### src/rtl/komandara_axi4lite_pkg.sv
// Shared AXI4-Lite types, widths and the register-window address decoder
// used by both the read and the write path of the register file.
package komandara_axi4lite_pkg;

    localparam int AXI_ADDR_W = 32;
    localparam int AXI_DATA_W = 32;
    localparam int AXI_STRB_W = 4;
    localparam int AXI_IDX_W  = 8;

    typedef enum logic [1:0] {
        AXI_RESP_OKAY   = 2'b00,
        AXI_RESP_EXOKAY = 2'b01,
        AXI_RESP_SLVERR = 2'b10,
        AXI_RESP_DECERR = 2'b11
    } axi_resp_e;

    // Bit 0 privileged, bit 1 non-secure, bit 2 instruction.
    typedef enum logic [2:0] {
        AXI_PROT_UNPRIV    = 3'b000,
        AXI_PROT_PRIV      = 3'b001,
        AXI_PROT_NS        = 3'b010,
        AXI_PROT_NS_PRIV   = 3'b011,
        AXI_PROT_INSN      = 3'b100,
        AXI_PROT_INSN_PRIV = 3'b101,
        AXI_PROT_INSN_NS   = 3'b110,
        AXI_PROT_INSN_NS_P = 3'b111
    } axi_prot_e;

    typedef struct packed {
        axi_resp_e              resp;
        logic [AXI_IDX_W-1:0]   idx;
    } axi_dec_t;

    // Misalignment outranks out-of-window, which outranks the privilege check.
    function automatic axi_dec_t axi_decode(input logic [AXI_ADDR_W-1:0] addr,
                                            input logic [2:0]            prot,
                                            input logic                  priv_only,
                                            input int unsigned           num_regs);
        axi_dec_t d;
        d.idx = addr[AXI_IDX_W+1:2] & AXI_IDX_W'(num_regs - 1);
        if (addr[1:0] != 2'b00)
            d.resp = AXI_RESP_SLVERR;
        else if (addr >= AXI_ADDR_W'(num_regs * 4))
            d.resp = AXI_RESP_DECERR;
        else if (priv_only && !prot[0])
            d.resp = AXI_RESP_SLVERR;
        else
            d.resp = AXI_RESP_OKAY;
        return d;
    endfunction

endpackage

### src/rtl/komandara_axi4lite_regfile.sv
// AXI4-Lite slave exposing NUM_REGS 32-bit registers with byte strobes,
// independent read/write paths and a per-register write pulse.
module komandara_axi4lite_regfile
    import komandara_axi4lite_pkg::*;
#(
    parameter int                     NUM_REGS  = 16,
    parameter logic                   PRIV_ONLY = 1'b0,
    parameter logic [NUM_REGS*32-1:0] RESET_VAL = '0
) (
    input  logic                   clk_i,
    input  logic                   rst_i,
    input  logic                   s_awvalid_i,
    output logic                   s_awready_o,
    input  logic [31:0]            s_awaddr_i,
    input  logic [2:0]             s_awprot_i,
    input  logic                   s_wvalid_i,
    output logic                   s_wready_o,
    input  logic [31:0]            s_wdata_i,
    input  logic [3:0]             s_wstrb_i,
    output logic                   s_bvalid_o,
    input  logic                   s_bready_i,
    output logic [1:0]             s_bresp_o,
    input  logic                   s_arvalid_i,
    output logic                   s_arready_o,
    input  logic [31:0]            s_araddr_i,
    input  logic [2:0]             s_arprot_i,
    output logic                   s_rvalid_o,
    input  logic                   s_rready_i,
    output logic [31:0]            s_rdata_o,
    output logic [1:0]             s_rresp_o,
    output logic [NUM_REGS*32-1:0] regs_o,
    output logic [NUM_REGS-1:0]    wr_pulse_o
);

    typedef enum logic { W_IDLE, W_RESP } w_state_e;
    typedef enum logic { R_IDLE, R_RESP } r_state_e;

    logic                         aw_held_q, w_held_q;
    logic [31:0]                  aw_addr_q, w_data_q, rdata_q, rd_word;
    logic [2:0]                   aw_prot_q;
    logic [3:0]                   w_strb_q;
    w_state_e                     w_state_q;
    r_state_e                     r_state_q;
    axi_resp_e                    bresp_q, rresp_q;
    logic [NUM_REGS-1:0][31:0]    regs_q, regs_d;
    logic [NUM_REGS-1:0]          wr_pulse_q, wr_pulse_d;
    axi_dec_t                     wdec, rdec;
    logic                         commit, wr_ok, aw_rdy, w_rdy, ar_rdy;

    assign wdec   = axi_decode(aw_addr_q, aw_prot_q, PRIV_ONLY, NUM_REGS);
    assign rdec   = axi_decode(s_araddr_i, s_arprot_i, PRIV_ONLY, NUM_REGS);
    assign commit = (w_state_q == W_IDLE) && aw_held_q && w_held_q;
    assign wr_ok  = commit && (wdec.resp == AXI_RESP_OKAY);
    assign aw_rdy = !aw_held_q && !rst_i;
    assign w_rdy  = !w_held_q && !rst_i;
    assign ar_rdy = (r_state_q == R_IDLE) && !rst_i;

    always_comb begin
        regs_d     = regs_q;
        wr_pulse_d = '0;
        rd_word    = '0;
        for (int k = 0; k < NUM_REGS; k++) begin
            if (wr_ok && wdec.idx == AXI_IDX_W'(k)) begin
                wr_pulse_d[k] = 1'b1;
                for (int b = 0; b < AXI_STRB_W; b++)
                    if (w_strb_q[b]) regs_d[k][b*8 +: 8] = w_data_q[b*8 +: 8];
            end
            if (rdec.idx == AXI_IDX_W'(k)) rd_word = regs_q[k];
        end
    end

    always_ff @(posedge clk_i) begin
        if (rst_i) begin
            regs_q     <= RESET_VAL;
            wr_pulse_q <= '0;
        end else begin
            regs_q     <= regs_d;
            wr_pulse_q <= wr_pulse_d;
        end
    end

    // Holds are only freed by a commit, so a capture and a clear never coincide.
    always_ff @(posedge clk_i) begin
        if (rst_i) begin
            aw_held_q <= 1'b0;
            w_held_q  <= 1'b0;
            aw_addr_q <= '0;
            aw_prot_q <= '0;
            w_data_q  <= '0;
            w_strb_q  <= '0;
            w_state_q <= W_IDLE;
            bresp_q   <= AXI_RESP_OKAY;
        end else begin
            if (s_awvalid_i && aw_rdy) begin
                aw_held_q <= 1'b1;
                aw_addr_q <= s_awaddr_i;
                aw_prot_q <= s_awprot_i;
            end else if (commit) begin
                aw_held_q <= 1'b0;
            end
            if (s_wvalid_i && w_rdy) begin
                w_held_q <= 1'b1;
                w_data_q <= s_wdata_i;
                w_strb_q <= s_wstrb_i;
            end else if (commit) begin
                w_held_q <= 1'b0;
            end
            case (w_state_q)
                W_IDLE: if (commit) begin
                    bresp_q   <= wdec.resp;
                    w_state_q <= W_RESP;
                end
                W_RESP: if (s_bready_i) w_state_q <= W_IDLE;
                default: w_state_q <= W_IDLE;
            endcase
        end
    end

    // Reads sample regs_q, so a same-cycle commit is not yet visible.
    always_ff @(posedge clk_i) begin
        if (rst_i) begin
            r_state_q <= R_IDLE;
            rresp_q   <= AXI_RESP_OKAY;
            rdata_q   <= '0;
        end else begin
            case (r_state_q)
                R_IDLE: if (s_arvalid_i) begin
                    rresp_q   <= rdec.resp;
                    rdata_q   <= (rdec.resp == AXI_RESP_OKAY) ? rd_word : '0;
                    r_state_q <= R_RESP;
                end
                R_RESP: if (s_rready_i) r_state_q <= R_IDLE;
                default: r_state_q <= R_IDLE;
            endcase
        end
    end

    assign s_awready_o = aw_rdy;
    assign s_wready_o  = w_rdy;
    assign s_arready_o = ar_rdy;
    assign s_bvalid_o  = (w_state_q == W_RESP) && !rst_i;
    assign s_bresp_o   = rst_i ? 2'b00 : bresp_q;
    assign s_rvalid_o  = (r_state_q == R_RESP) && !rst_i;
    assign s_rresp_o   = rst_i ? 2'b00 : rresp_q;
    assign s_rdata_o   = rst_i ? 32'h0 : rdata_q;
    assign wr_pulse_o  = rst_i ? '0 : wr_pulse_q;
    assign regs_o      = regs_q;

endmodule

### config.mk
export PLATFORM = sky130hd
export DESIGN_NAME = komandara_axi4lite_regfile
export DESIGN_NICKNAME = d
export VERILOG_FILES = /design/src/rtl/komandara_axi4lite_pkg.sv /design/src/rtl/komandara_axi4lite_regfile.sv
export SDC_FILE = /design/constraint.sdc
export NUM_CORES = 2
export LEC_CHECK = 0
export CAP_MARGIN = 10
export CORE_MARGIN = 4
export CORE_UTILIZATION = 30
export DETAILED_ROUTE_END_ITERATION = 8
export PLACE_DENSITY = 0.55
export SYNTH_ARGS = -nofsm -noshare
export SYNTH_HDL_FRONTEND = slang
export SYNTH_SLANG_ARGS = --single-unit
### constraint.sdc
create_clock -name clk_i -period 2.9 [get_ports clk_i]
set_input_delay 0.58 -clock clk_i [delete_from_list [all_inputs] [get_ports clk_i]]
set_output_delay 0.58 -clock clk_i [all_outputs]
set_load 0.05 [all_outputs]
Sequential cells grouped by signal name:
Scale: 1.5 px per um. Other sequential cells in the stronger gray, the rest of the logic in the fainter gray.
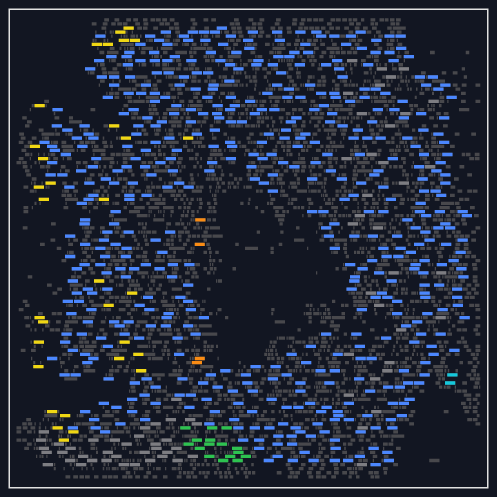
Orange marks `w_strb_q`, placed flops 4. Blue marks `regs_o`, placed flops 512, where spread over the die. Yellow marks `w_data_q`, placed flops 32, where a column on the left. Cyan marks `rresp_q`, placed flops 2. Green marks `wr_pulse_q`, placed flops 16, where bottom middle.

The metal 2 layer:
Scale: 1 px per um. Cells faint in the background.
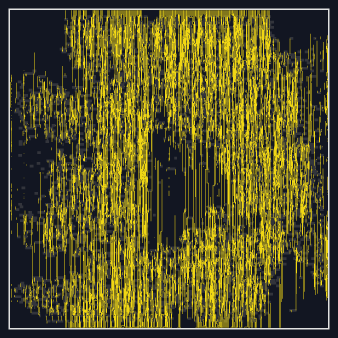
The wires run mostly vertical. The longest straight run is 113 um. The layer holds 43% of the routed length. 3,236 nets have wire on it. The layer carries 64.4 mm of wire.

==> metrics.json <==
{
  "dpl_worst_slack": {"value": -319, "unit": "ps"},
  "drtPass1Iterations": {"value": 6},
  "peak_per_stage_delay_on_the_critical_path": {"value": 1090, "unit": "ps"},
  "dr_wl_met3": {"value": 15200, "unit": "um"},
  "power.combinational.fraction": {"value": 7.7, "unit": "%"},
  "achievable-frequency": {"value": 369, "unit": "MHz"},
  "layout_worst_path_cycle_share": {"value": 93.3, "unit": "%"},
  "synth-seq-area-share": {"value": 44.2, "unit": "%"},
  "p_leak": {"value": 17.5, "unit": "nW"},
  "outcome": {"value": "finished clean"},
  "share_of_final_layout_standard_cells_stronger_than_drive_strength_1": {"value": 13.0, "unit": "%"},
  "grt_overflow": {"value": 0},
  "critical_path.startpoint": {"value": "s_araddr_i[4]"},
  "buffer_area_share": {"value": 21.3, "unit": "%"},
  "report.final.slew_viol_count": {"value": 0},
  "slew-limit-headroom": {"value": 11.6, "unit": "%"},
  "gpl.final_weighted_congestion": {"value": 0.870},
  "fin_total_pwr": {"value": 20.4, "unit": "mW"},
  "inv_count": {"value": 7},
  "setup_violations": {"value": 0},
  "grt_start_max_net_pins": {"value": 188},
  "ys_sh_adder": {"value": 0, "unit": "%"},
  "cts_tree": {"value": "done"},
  "top_cells_by_area": {"value": "sky130_fd_sc_hd__dfxtp_1 (44%), sky130_fd_sc_hd__mux2i_1 (19%), sky130_fd_sc_hd__nor2_1 (8.4%)"},
  "sequentialPowerShare": {"value": 44.6, "unit": "%"},
  "place_inst": {"value": 5059},
  "layout.cells.largest_class": {"value": "combinational gates"},
  "inserted_clock_buffers": {"value": 76},
  "post_synth_mux_area_share": {"value": 21.9, "unit": "%"},
  "timing_worst_setup_path_type": {"value": "input port to flip-flop"},
  "synth-main-ff-cell": {"value": "sky130_fd_sc_hd__dfxtp_1"},
  "internal_power": {"value": 15.1, "unit": "mW"},
  "netlist_instances": {"value": 3183},
  "tns": {"value": 0, "unit": "ps"},
  "max-vdd-ir-drop": {"value": 344, "unit": "uV"},
  "final-comb-area": {"value": 0.0149, "unit": "mm2"},
  "critical_path.most_common_cell": {"value": "sky130_fd_sc_hd__buf_4"},
  "yosys.area.top_type": {"value": "sky130_fd_sc_hd__dfxtp_1"},
  "antenna-diode-count": {"value": 5},
  "grt.met3_usage": {"value": 9.44, "unit": "%"},
  "portion_of_synthesized_cell_area_occupied_by_the_leading_cell_type": {"value": 44.2, "unit": "%"},
  "drtAntennaViolNets": {"value": 0},
  "sh_seq_area": {"value": 31.5, "unit": "%"},
  "grtUsageTotal": {"value": 27.9, "unit": "%"},
  "final_net_count": {"value": 3985},
  "unrepaired_setup_endpoints_after_global_routing": {"value": "no"},
  "coreArea": {"value": 0.0952, "unit": "mm2"},
  "whs_endpoint": {"value": "regs_o[424]"},
  "finish.instance_area": {"value": 0.0404, "unit": "mm2"},
  "finalCriticalPeriod": {"value": 2710, "unit": "ps"},
  "tool_warnings": {"value": 35},
  "synth.yosys.num_cells": {"value": 3183},
  "yosys-top-cells-count": {"value": "sky130_fd_sc_hd__nor2_1 (643), sky130_fd_sc_hd__dfxtp_1 (636), sky130_fd_sc_hd__mux2i_1 (557), sky130_fd_sc_hd__nand2_1 (249), sky130_fd_sc_hd__clkbuf_1 (209)"},
  "layout.clock_buffers": {"value": 110},
  "buffer_ports.inserted": {"value": 675},
  "synth.comb.largest_family": {"value": "multiplexers"},
  "tritoncts_num_sinks": {"value": 636},
  "wl_met1": {"value": 64100, "unit": "um"},
  "critPathTopFamily": {"value": "AND-OR/OR-AND gates"},
  "hp-start": {"value": "rst_i"},
  "route.detailed.vias_per_inst": {"value": 5.26},
  "worstSetupStartpointType": {"value": "input port"},
  "pwr_density_cell": {"value": 506, "unit": "mW/mm2"},
  "grt_pass1_vias": {"value": 26000},
  "cts.root.buffer_cell": {"value": "sky130_fd_sc_hd__clkbuf_16"},
  "cts_max_path_buffers": {"value": 3},
  "layout.clock.cell_area_share": {"value": 6.22, "unit": "%"},
  "cts-htree-levels": {"value": 3},
  "r2r_slack": {"value": 420, "unit": "ps"},
  "via_count": {"value": 27400},
  "cts_repair_resize_count": {"value": 0},
  "grt_pass1_wl": {"value": 206000, "unit": "um"},
  "xor_area_share": {"value": 0, "unit": "%"},
  "fillers": {"value": 9461},
  "p_sw": {"value": 5.37, "unit": "mW"},
  "die_w": {"value": 318, "unit": "um"},
  "met2_usage": {"value": 42.3, "unit": "%"},
  "critical_path_peak_fanout": {"value": 25}
}
A small window of the routed layout:
Region (139, 203) to (179, 243) um. Cells in gray, sequential cells in the stronger gray; small squares are vias.
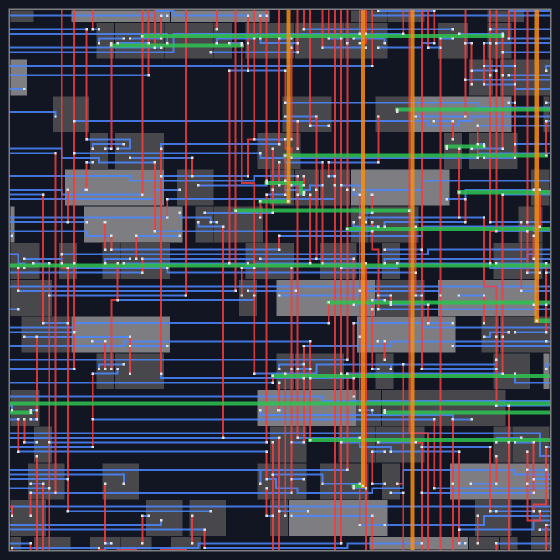
Green marks M3. Red marks M2. Blue marks M1. Orange marks M4.
78 logic cells have their middle in the window. Netlist names of flops here include `regs_o` (11). Most frequent: nor2_1 (18), mux2i_1 (15), buf_4 (13). Sequential cells in the window: 11.

==> power by group through the flow <==
stage	combinational [mW]	sequential [mW]	clock (mW)
2_1_floorplan	0.956	9.03	0
3_3_place_gp	1.55	9.30	0
3_5_place_dp	1.56	9.30	0
4_1_cts	1.56	9.11	9.92
5_1_grt	1.65	9.12	10.3
6_report	1.57	9.12	9.76
==> placed cells by master, fill, tap and decap left out, types with 17 or more instances in the layout <==
cell	instances
sky130_fd_sc_hd__mux2_2	27
sky130_fd_sc_hd__clkbuf_1	17
sky130_fd_sc_hd__buf_4	255
sky130_fd_sc_hd__nand4_1	33
sky130_fd_sc_hd__nand3_1	27
sky130_fd_sc_hd__nand2_1	249
sky130_fd_sc_hd__o21ai_0	162
sky130_fd_sc_hd__mux4_2	19
sky130_fd_sc_hd__a21oi_1	83
sky130_fd_sc_hd__clkbuf_16	79
sky130_fd_sc_hd__a221oi_1	17
sky130_fd_sc_hd__clkinv_2	18
sky130_fd_sc_hd__o22ai_1	26
sky130_fd_sc_hd__a22oi_1	27
sky130_fd_sc_hd__o221ai_1	19
sky130_fd_sc_hd__buf_12	26
sky130_fd_sc_hd__nor2b_1	68
sky130_fd_sc_hd__dfxtp_1	636
sky130_fd_sc_hd__nand3b_1	17
sky130_fd_sc_hd__clkdlybuf4s50_1	614
sky130_fd_sc_hd__nand2b_1	17
sky130_fd_sc_hd__nor3_1	21
sky130_fd_sc_hd__mux2i_1	557
sky130_fd_sc_hd__nor2_1	642
sky130_fd_sc_hd__nand4_2	20
==> cells by family after synthesis <==
| logic type | count (synthesis) |
|---|---|
| AND/OR/NAND/NOR | 1193 |
| flip-flops | 636 |
| multiplexers | 603 |
| AND-OR/OR-AND | 457 |
| buffers and inverters | 294 |
Power is estimated from default activity; no workload was simulated.
